### Placement density heat map

The bar under the picture is 20 microns long. 11 x 11 tiles, from black (low) to pale yellow (high), 0 to 100% covered.
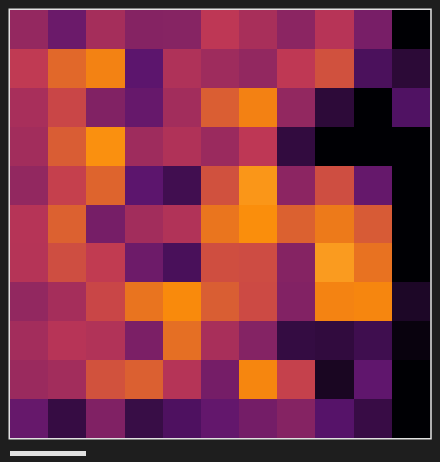
### The metal 1 layer

The bar under the picture is 20 microns long.
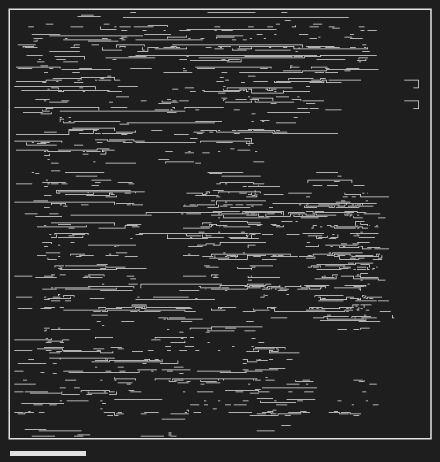
### M2 wires

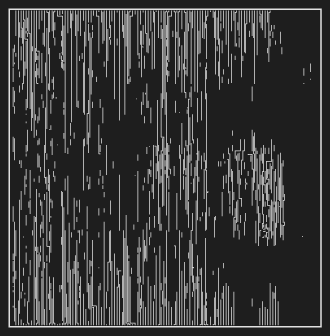
### Wire density map

The bar under the picture is 20 microns long. 22 x 22 tiles, from black (low) to pale yellow (high), scaled to the fullest tile. Values are wire area over tile area, all layers added.
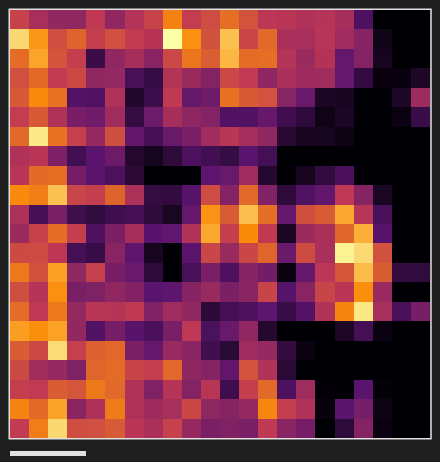
--- config.mk ---
export PLATFORM = sky130hd
export DESIGN_NAME = bus_arbiter_flat
export DESIGN_NICKNAME = d
export VERILOG_FILES = /design/src/rtl/bus_arbiter_pkg.sv /design/src/rtl/bus_arbiter_if.sv /design/src/rtl/bus_arbiter_rr_picker.sv /design/src/rtl/bus_arbiter.sv /design/src/flat_wrapper.sv
export SDC_FILE = /design/constraint.sdc
export NUM_CORES = 1
export LEC_CHECK = 0
export CAP_MARGIN = 20
export CORE_AREA = 3 3 107 109
export DETAILED_ROUTE_END_ITERATION = 8
export DIE_AREA = 0 0 110 112
export GPL_TIMING_DRIVEN = 0
export PLACE_DENSITY_LB_ADDON = 0.08
export SYNTH_ARGS = -nofsm -noshare
export SYNTH_HDL_FRONTEND = slang
export SYNTH_SLANG_ARGS = --single-unit
--- constraint.sdc ---
create_clock -name i_CLK -period 1.7 [get_ports i_CLK]
set_input_delay 0.34 -clock i_CLK [delete_from_list [all_inputs] [get_ports i_CLK]]
set_output_delay 0.34 -clock i_CLK [all_outputs]
set_load 0.02 [all_outputs]
--- src/rtl/bus_arbiter_pkg.sv ---
`default_nettype none
// ============================================================================
// Module   : bus_pkg
// Brief    : Shared types and constants for the system-bus arbiter.
// Revision : 1.0 - initial release
// ============================================================================
package bus_pkg;

  // Bus widths
  localparam int BUS_AW = 32;
  localparam int BUS_DW = 32;

  // Transfer size encodings carried on the HB field
  localparam logic [1:0] HB_BYTE = 2'b00;
  localparam logic [1:0] HB_HALF = 2'b01;
  localparam logic [1:0] HB_WORD = 2'b10;

  // Arbiter state: free, owned, or one-cycle turnaround between owners
  typedef enum logic [1:0] {
    IDLE = 2'd0,
    OWN  = 2'd1,
    TURN = 2'd2
  } bus_state_e;

endpackage
`default_nettype wire

--- src/rtl/bus_arbiter_if.sv ---
`default_nettype none
// ============================================================================
// Module   : bus_arbiter_if
// Brief    : Master-side and slave-side bus signals around the arbiter.
//            Names are from the arbiter's point of view.
// Revision : 1.0 - initial release
// ============================================================================
interface bus_arbiter_if #(
  parameter int N_MASTERS = 2
) ();
  import bus_pkg::*;

  // Master side
  logic [N_MASTERS-1:0]        i_REQ;
  logic [N_MASTERS-1:0]        o_GNT;
  logic [BUS_AW*N_MASTERS-1:0] i_M_ADDR;
  logic [BUS_DW*N_MASTERS-1:0] i_M_WDATA;
  logic [N_MASTERS-1:0]        i_M_WE;
  logic [N_MASTERS-1:0]        i_M_RE;
  logic [2*N_MASTERS-1:0]      i_M_HB;
  logic [BUS_DW-1:0]           o_M_RDATA;
  logic [N_MASTERS-1:0]        o_M_ACK;

  // Slave side
  logic [BUS_AW-1:0]           o_S_ADDR;
  logic [BUS_DW-1:0]           o_S_WDATA;
  logic                        o_S_WE;
  logic                        o_S_RE;
  logic [1:0]                  o_S_HB;
  logic [BUS_DW-1:0]           i_S_RDATA;
  logic                        i_S_ACK;

  // The arbiter itself
  modport arb (
    input  i_REQ, i_M_ADDR, i_M_WDATA, i_M_WE, i_M_RE, i_M_HB,
    input  i_S_RDATA, i_S_ACK,
    output o_GNT, o_M_RDATA, o_M_ACK,
    output o_S_ADDR, o_S_WDATA, o_S_WE, o_S_RE, o_S_HB
  );

  // The set of bus masters (fetch, load/store, debug/DMA)
  modport master (
    output i_REQ, i_M_ADDR, i_M_WDATA, i_M_WE, i_M_RE, i_M_HB,
    input  o_GNT, o_M_RDATA, o_M_ACK
  );

  // The memory/peripheral interconnect
  modport slave (
    input  o_S_ADDR, o_S_WDATA, o_S_WE, o_S_RE, o_S_HB,
    output i_S_RDATA, i_S_ACK
  );

endinterface
`default_nettype wire

--- src/rtl/bus_arbiter_rr_picker.sv ---
`default_nettype none
// ============================================================================
// Module   : rr_picker
// Brief    : Combinational round-robin search. Starting at i_ptr and wrapping,
//            returns the first index whose request is set and not masked.
// Revision : 1.0 - initial release
// ============================================================================
module rr_picker #(
  parameter int N  = 2,
  parameter int IW = 1
) (
  input  wire logic [N-1:0]  i_req,
  input  wire logic [N-1:0]  i_mask,
  input  wire logic [IW-1:0] i_ptr,
  output logic               o_valid,
  output logic [IW-1:0]      o_idx
);

  logic [N-1:0] w_elig;
  logic [IW:0]  w_pos;

  assign w_elig = i_req & ~i_mask;

  // Walk ptr, ptr+1, ... (mod N); the first eligible index wins
  always_comb begin
    o_valid = 1'b0;
    o_idx   = '0;
    w_pos   = '0;
    for (int i = 0; i < N; i++) begin
      w_pos = {1'b0, i_ptr} + (IW+1)'(i);
      if (w_pos >= (IW+1)'(N)) begin
        w_pos = w_pos - (IW+1)'(N);
      end
      if (!o_valid && w_elig[w_pos[IW-1:0]]) begin
        o_valid = 1'b1;
        o_idx   = w_pos[IW-1:0];
      end
    end
  end

endmodule
`default_nettype wire

--- src/rtl/bus_arbiter.sv ---
`default_nettype none
// ============================================================================
// Module   : bus_arbiter
// Brief    : Round-robin system-bus arbiter. Locks ownership until the owner
//            drops its request, muxes the owner onto the slave side, and
//            force-releases an owner that goes TIMEOUT cycles without an ack.
// Revision : 1.0 - initial release
// ============================================================================
module bus_arbiter
  import bus_pkg::*;
#(
  parameter int N_MASTERS = 2,
  parameter int TIMEOUT   = 255
) (
  input  wire logic   i_CLK,
  input  wire logic   i_RSTn,
  bus_arbiter_if.arb  bus,
  output logic        o_BUSY,
  output logic        o_TIMEOUT
);

  localparam int IW = $clog2(N_MASTERS);
  localparam int CW = (TIMEOUT > 0) ? $clog2(TIMEOUT + 1) : 1;
  localparam logic [CW-1:0] c_TO_MAX  = CW'(TIMEOUT);
  // Counter value at which one more ack-less cycle reaches TIMEOUT
  localparam logic [CW-1:0] c_TO_LAST = CW'((TIMEOUT > 0) ? TIMEOUT - 1 : 0);

  bus_state_e           r_state;
  logic [N_MASTERS-1:0] r_gnt;
  logic [IW-1:0]        r_owner;
  logic [IW-1:0]        r_ptr;
  logic [N_MASTERS-1:0] r_mask;
  logic [CW-1:0]        r_cnt;
  logic                 r_busy;
  logic                 r_timeout;

  logic                 w_pick_vld;
  logic [IW-1:0]        w_pick_idx;
  logic [IW-1:0]        w_next_ptr;
  logic [N_MASTERS-1:0] w_own_oh;
  logic                 w_owned;
  logic                 w_wd_fire;

  rr_picker #(
    .N  (N_MASTERS),
    .IW (IW)
  ) u_picker (
    .i_req   (bus.i_REQ),
    .i_mask  (r_mask),
    .i_ptr   (r_ptr),
    .o_valid (w_pick_vld),
    .o_idx   (w_pick_idx)
  );

  assign w_owned    = (r_state == OWN);
  assign w_own_oh   = {{(N_MASTERS-1){1'b0}}, 1'b1} << r_owner;
  assign w_next_ptr = (r_owner == IW'(N_MASTERS - 1)) ? '0 : r_owner + 1'b1;
  // The owner is cut off on the edge where its ack-less count would reach TIMEOUT
  assign w_wd_fire  = (TIMEOUT != 0) && !bus.i_S_ACK && (r_cnt == c_TO_LAST);

  // Arbitration FSM with registered grant, busy and timeout outputs
  always_ff @(posedge i_CLK) begin
    if (!i_RSTn) begin
      r_state   <= IDLE;
      r_gnt     <= '0;
      r_owner   <= '0;
      r_ptr     <= '0;
      r_mask    <= '0;
      r_cnt     <= '0;
      r_busy    <= 1'b0;
      r_timeout <= 1'b0;
    end else begin
      r_timeout <= 1'b0;
      // A timed-out master is forgiven once it withdraws its request
      r_mask    <= r_mask & bus.i_REQ;
      case (r_state)
        IDLE: begin
          if (w_pick_vld) begin
            r_owner <= w_pick_idx;
            r_gnt   <= {{(N_MASTERS-1){1'b0}}, 1'b1} << w_pick_idx;
            r_cnt   <= '0;
            r_busy  <= 1'b1;
            r_state <= OWN;
          end
        end
        OWN: begin
          if (!bus.i_REQ[r_owner]) begin
            r_gnt   <= '0;
            r_busy  <= 1'b0;
            r_ptr   <= w_next_ptr;
            r_state <= TURN;
          end else if (w_wd_fire) begin
            r_gnt     <= '0;
            r_busy    <= 1'b0;
            r_ptr     <= w_next_ptr;
            r_timeout <= 1'b1;
            r_mask    <= (r_mask & bus.i_REQ) | w_own_oh;
            r_cnt     <= c_TO_MAX;
            r_state   <= TURN;
          end else if (bus.i_S_ACK) begin
            r_cnt <= '0;
          end else if (r_cnt != c_TO_MAX) begin
            r_cnt <= r_cnt + 1'b1;
          end
        end
        TURN: begin
          r_state <= IDLE;
        end
        default: begin
          r_state <= IDLE;
        end
      endcase
    end
  end

  // Slave-side mux driven from the registered owner; all zero when unowned
  always_comb begin
    bus.o_S_ADDR  = '0;
    bus.o_S_WDATA = '0;
    bus.o_S_WE    = 1'b0;
    bus.o_S_RE    = 1'b0;
    bus.o_S_HB    = 2'b00;
    bus.o_M_ACK   = '0;
    if (w_owned) begin
      for (int k = 0; k < N_MASTERS; k++) begin
        if (r_owner == IW'(k)) begin
          bus.o_S_ADDR  = bus.i_M_ADDR[k*BUS_AW +: BUS_AW];
          bus.o_S_WDATA = bus.i_M_WDATA[k*BUS_DW +: BUS_DW];
          bus.o_S_WE    = bus.i_M_WE[k];
          bus.o_S_RE    = bus.i_M_RE[k];
          bus.o_S_HB    = bus.i_M_HB[2*k +: 2];
        end
      end
      bus.o_M_ACK = bus.i_S_ACK ? w_own_oh : '0;
    end
  end

  assign bus.o_GNT     = r_gnt;
  assign bus.o_M_RDATA = bus.i_S_RDATA;
  assign o_BUSY        = r_busy;
  assign o_TIMEOUT     = r_timeout;

endmodule
`default_nettype wire

--- src/flat_wrapper.sv ---
// flat-port wrapper written by rule: the top's interface ports become plain ports
module bus_arbiter_flat import bus_pkg::*;
#(
  parameter int N_MASTERS = 2,
  parameter int TIMEOUT   = 255
)
  (i_CLK, i_RSTn, o_BUSY, o_TIMEOUT, bus_i_REQ, bus_i_M_ADDR, bus_i_M_WDATA, bus_i_M_WE, bus_i_M_RE, bus_i_M_HB, bus_i_S_RDATA, bus_i_S_ACK, bus_o_GNT, bus_o_M_RDATA, bus_o_M_ACK, bus_o_S_ADDR, bus_o_S_WDATA, bus_o_S_WE, bus_o_S_RE, bus_o_S_HB);
  bus_arbiter_if #(.N_MASTERS(N_MASTERS)) bus_i ();
  input  wire logic i_CLK;
  input  wire logic i_RSTn;
  output logic o_BUSY;
  output logic o_TIMEOUT;
  input wire logic [$bits(bus_i.i_REQ)-1:0] bus_i_REQ;
  input wire logic [$bits(bus_i.i_M_ADDR)-1:0] bus_i_M_ADDR;
  input wire logic [$bits(bus_i.i_M_WDATA)-1:0] bus_i_M_WDATA;
  input wire logic [$bits(bus_i.i_M_WE)-1:0] bus_i_M_WE;
  input wire logic [$bits(bus_i.i_M_RE)-1:0] bus_i_M_RE;
  input wire logic [$bits(bus_i.i_M_HB)-1:0] bus_i_M_HB;
  input wire logic [$bits(bus_i.i_S_RDATA)-1:0] bus_i_S_RDATA;
  input wire logic [$bits(bus_i.i_S_ACK)-1:0] bus_i_S_ACK;
  output wire logic [$bits(bus_i.o_GNT)-1:0] bus_o_GNT;
  output wire logic [$bits(bus_i.o_M_RDATA)-1:0] bus_o_M_RDATA;
  output wire logic [$bits(bus_i.o_M_ACK)-1:0] bus_o_M_ACK;
  output wire logic [$bits(bus_i.o_S_ADDR)-1:0] bus_o_S_ADDR;
  output wire logic [$bits(bus_i.o_S_WDATA)-1:0] bus_o_S_WDATA;
  output wire logic [$bits(bus_i.o_S_WE)-1:0] bus_o_S_WE;
  output wire logic [$bits(bus_i.o_S_RE)-1:0] bus_o_S_RE;
  output wire logic [$bits(bus_i.o_S_HB)-1:0] bus_o_S_HB;
  assign bus_i.i_REQ = bus_i_REQ;
  assign bus_i.i_M_ADDR = bus_i_M_ADDR;
  assign bus_i.i_M_WDATA = bus_i_M_WDATA;
  assign bus_i.i_M_WE = bus_i_M_WE;
  assign bus_i.i_M_RE = bus_i_M_RE;
  assign bus_i.i_M_HB = bus_i_M_HB;
  assign bus_i.i_S_RDATA = bus_i_S_RDATA;
  assign bus_i.i_S_ACK = bus_i_S_ACK;
  assign bus_o_GNT = bus_i.o_GNT;
  assign bus_o_M_RDATA = bus_i.o_M_RDATA;
  assign bus_o_M_ACK = bus_i.o_M_ACK;
  assign bus_o_S_ADDR = bus_i.o_S_ADDR;
  assign bus_o_S_WDATA = bus_i.o_S_WDATA;
  assign bus_o_S_WE = bus_i.o_S_WE;
  assign bus_o_S_RE = bus_i.o_S_RE;
  assign bus_o_S_HB = bus_i.o_S_HB;
  bus_arbiter #(.N_MASTERS(N_MASTERS), .TIMEOUT(TIMEOUT)) u_core (.i_CLK(i_CLK), .i_RSTn(i_RSTn), .bus(bus_i), .o_BUSY(o_BUSY), .o_TIMEOUT(o_TIMEOUT));
endmodule
==> results.sh <==
# yosys + openroad results
export IMPL_rows=38
export IMPL_cp_end_kind="output port"
export IMPL_nNonClkInverters=2
export IMPL_cts_root_buffer="clkbuf_8"
export IMPL_cts_buffers=3
export IMPL_grt_usage=0.173
export IMPL_async_flop_share=0
export IMPL_cts_max_level=1
export IMPL_status="complete, but fails checks"
export IMPL_ys_area_sq_um=2250
export IMPL_slew_violations=0
export IMPL_setup_viol=38
export IMPL_maxCapViolations=0
export IMPL_min_to="u_core.r_mask[0]$_SDFF_PN0_"
export IMPL_worstMarginPinSlew_ns=0.585
export IMPL_flop_area_sq_um=373
export IMPL_setup_ws_ns=-0.0395
export IMPL_violations="setup timing"
export IMPL_rr_worst_depth=5
export IMPL_die_y_microns=112
export IMPL_fmax_mhz=575
export IMPL_boundaryPins=279
export IMPL_power_per_cell_area_nw_per_um2=449
export IMPL_synth_flops=18
export IMPL_period_needed_ns=1.74
export IMPL_busiest_layer="met2"
export IMPL_num_antenna_cells=0
export IMPL_cp_endpoint="bus_o_S_ADDR[8]"
export IMPL_netlist_instances=293
export IMPL_clock_skew_ns=0.00154
export IMPL_routed_wl_microns=11300
export IMPL_edf_count=0
export IMPL_reg2reg_to="u_core.r_ptr$_SDFFE_PN0P_"
export IMPL_die_x_microns=110
export IMPL_ys_flop_type="dfxtp_1"
export IMPL_holdPathStages=2
export IMPL_slew_headroom=0.610
Back to the opening pictures, 'Placement density heat map':
8.3% of the tiles are nearly empty. The fullest tile reaches 78%. The mean over all tiles is 40%.

Back to the opening pictures, 'The metal 1 layer':
The longest straight run is 58.9 microns. The layer carries 4130 microns of wire. The layer holds 36% of the routed length. 626 nets have wire on it. The wires run mostly horizontal.

Back to the opening pictures, 'M2 wires':
The wires run mostly vertical. 605 nets have wire on it.

Back to the opening pictures, 'Wire density map':
30% of the tiles are over half the peak. The densest ninth of the die: bottom left. The fullest tile reaches 0.42. The mean over all tiles is 0.15. 15% of the tiles are nearly empty. The emptiest ninth of the die: bottom right.

sequential cells by signal, indices dropped and copies added, names as in the netlist:
| name | count |
|---|---|
| u_core.bus.o_GNT | 2 |
| u_core.o_BUSY | 1 |
| u_core.o_TIMEOUT | 1 |
| u_core.r_cnt | 8 |
| u_core.r_mask | 2 |
| u_core.r_owner | 1 |
| u_core.r_ptr | 1 |
| u_core.r_state | 2 |
layout by cell type (no fill, tap or decap), types with 2 or more instances in the layout:
| cell type | Yosys | layout |
|---|---|---|
| ha_2 | 0 | 2 |
| a211o_1 | 2 | 2 |
| a21oi_1 | 4 | 4 |
| nor2_1 | 76 | 73 |
| nand2_1 | 12 | 12 |
| nand2b_1 | 6 | 5 |
| o21ai_0 | 2 | 2 |
| buf_6 | 1 | 5 |
| nor4_1 | 2 | 2 |
| clkbuf_8 | 0 | 6 |
| mux2i_2 | 0 | 3 |
| dfxtp_2 | 0 | 7 |
| buf_8 | 0 | 2 |
| a22o_1 | 2 | 2 |
| a221o_1 | 4 | 4 |
| nand3_1 | 7 | 7 |
| dlygate4sd2_1 | 0 | 3 |
| clkbuf_2 | 0 | 7 |
| buf_2 | 8 | 31 |
| buf_12 | 0 | 5 |
| clkbuf_16 | 0 | 4 |
| buf_4 | 32 | 71 |
| and2_1 | 2 | 2 |
| o31ai_1 | 2 | 2 |
| dfxtp_1 | 18 | 10 |
| nor2_2 | 1 | 3 |
| nand3b_1 | 2 | 2 |
| clkdlybuf4s50_1 | 0 | 173 |
| nor3b_1 | 2 | 2 |
| mux2i_4 | 0 | 3 |
| clkbuf_4 | 0 | 2 |
| inv_1 | 2 | 2 |
| nor3_1 | 2 | 2 |
| mux2i_1 | 69 | 63 |
where the power goes:
group          switching [mW]  internal, mW
sequential             0.0177         0.439
combinational           0.662         0.809
clock                   0.153         0.206
total                   0.832          1.45
kinds of logic (layout without fill, tap and decap cells):
| kind of cell | Yosys count | in the layout | synth area share |
|---|---|---|---|
| AND-OR/OR-AND | 27 | 27 | 0.103 |
| XOR/XNOR | 1 | 1 | 0.00389 |
| adder cells (fa/ha/maj) | 2 | 2 | 0.0111 |
| buffers and inverters | 53 | 313 | 0.149 |
| flip-flops | 18 | 18 | 0.160 |
| multiplexers | 70 | 70 | 0.312 |
| AND/OR/NAND/NOR | 122 | 123 | 0.261 |
per-layer routing:
layer,share of wire,vias up
li1,-,1503
met1,0.36,1343
met2,0.54,113
met3,0.073,14
met4,0.021,0
met5,0,-
stage by stage:
stage                     setup WS [ns]  instance area, sq um  TNS, ns  std cells
after floorplan                  0.0389                  2250        0        293
after global placement           -0.876                  4880   -55.71        678
after detailed placement         -0.883                  4880   -57.38        678
after CTS                        -0.102                  4950    -1.11        689
after global routing            -0.0985                  5090    -4.10        694
final                           -0.0395                  5090   -0.498        694
critical path, stage by stage (launching register included):
cell and delay, ns:
dfxtp_4 0.38, clkbuf_16 0.18, buf_12 0.14, mux2i_4 0.25
nor2_2 0.06, buf_6 0.13
repair_timing:
item                                    CTS  global route
endpoints found under the setup margin   81            74
pin swaps                                 2             2
gates cloned                              2             3
setup buffers                             6             2
gates resized                           355            39
hold endpoints to repair                  0             0
Power figures rest on the tool's default switching activity, not on a simulated workload.
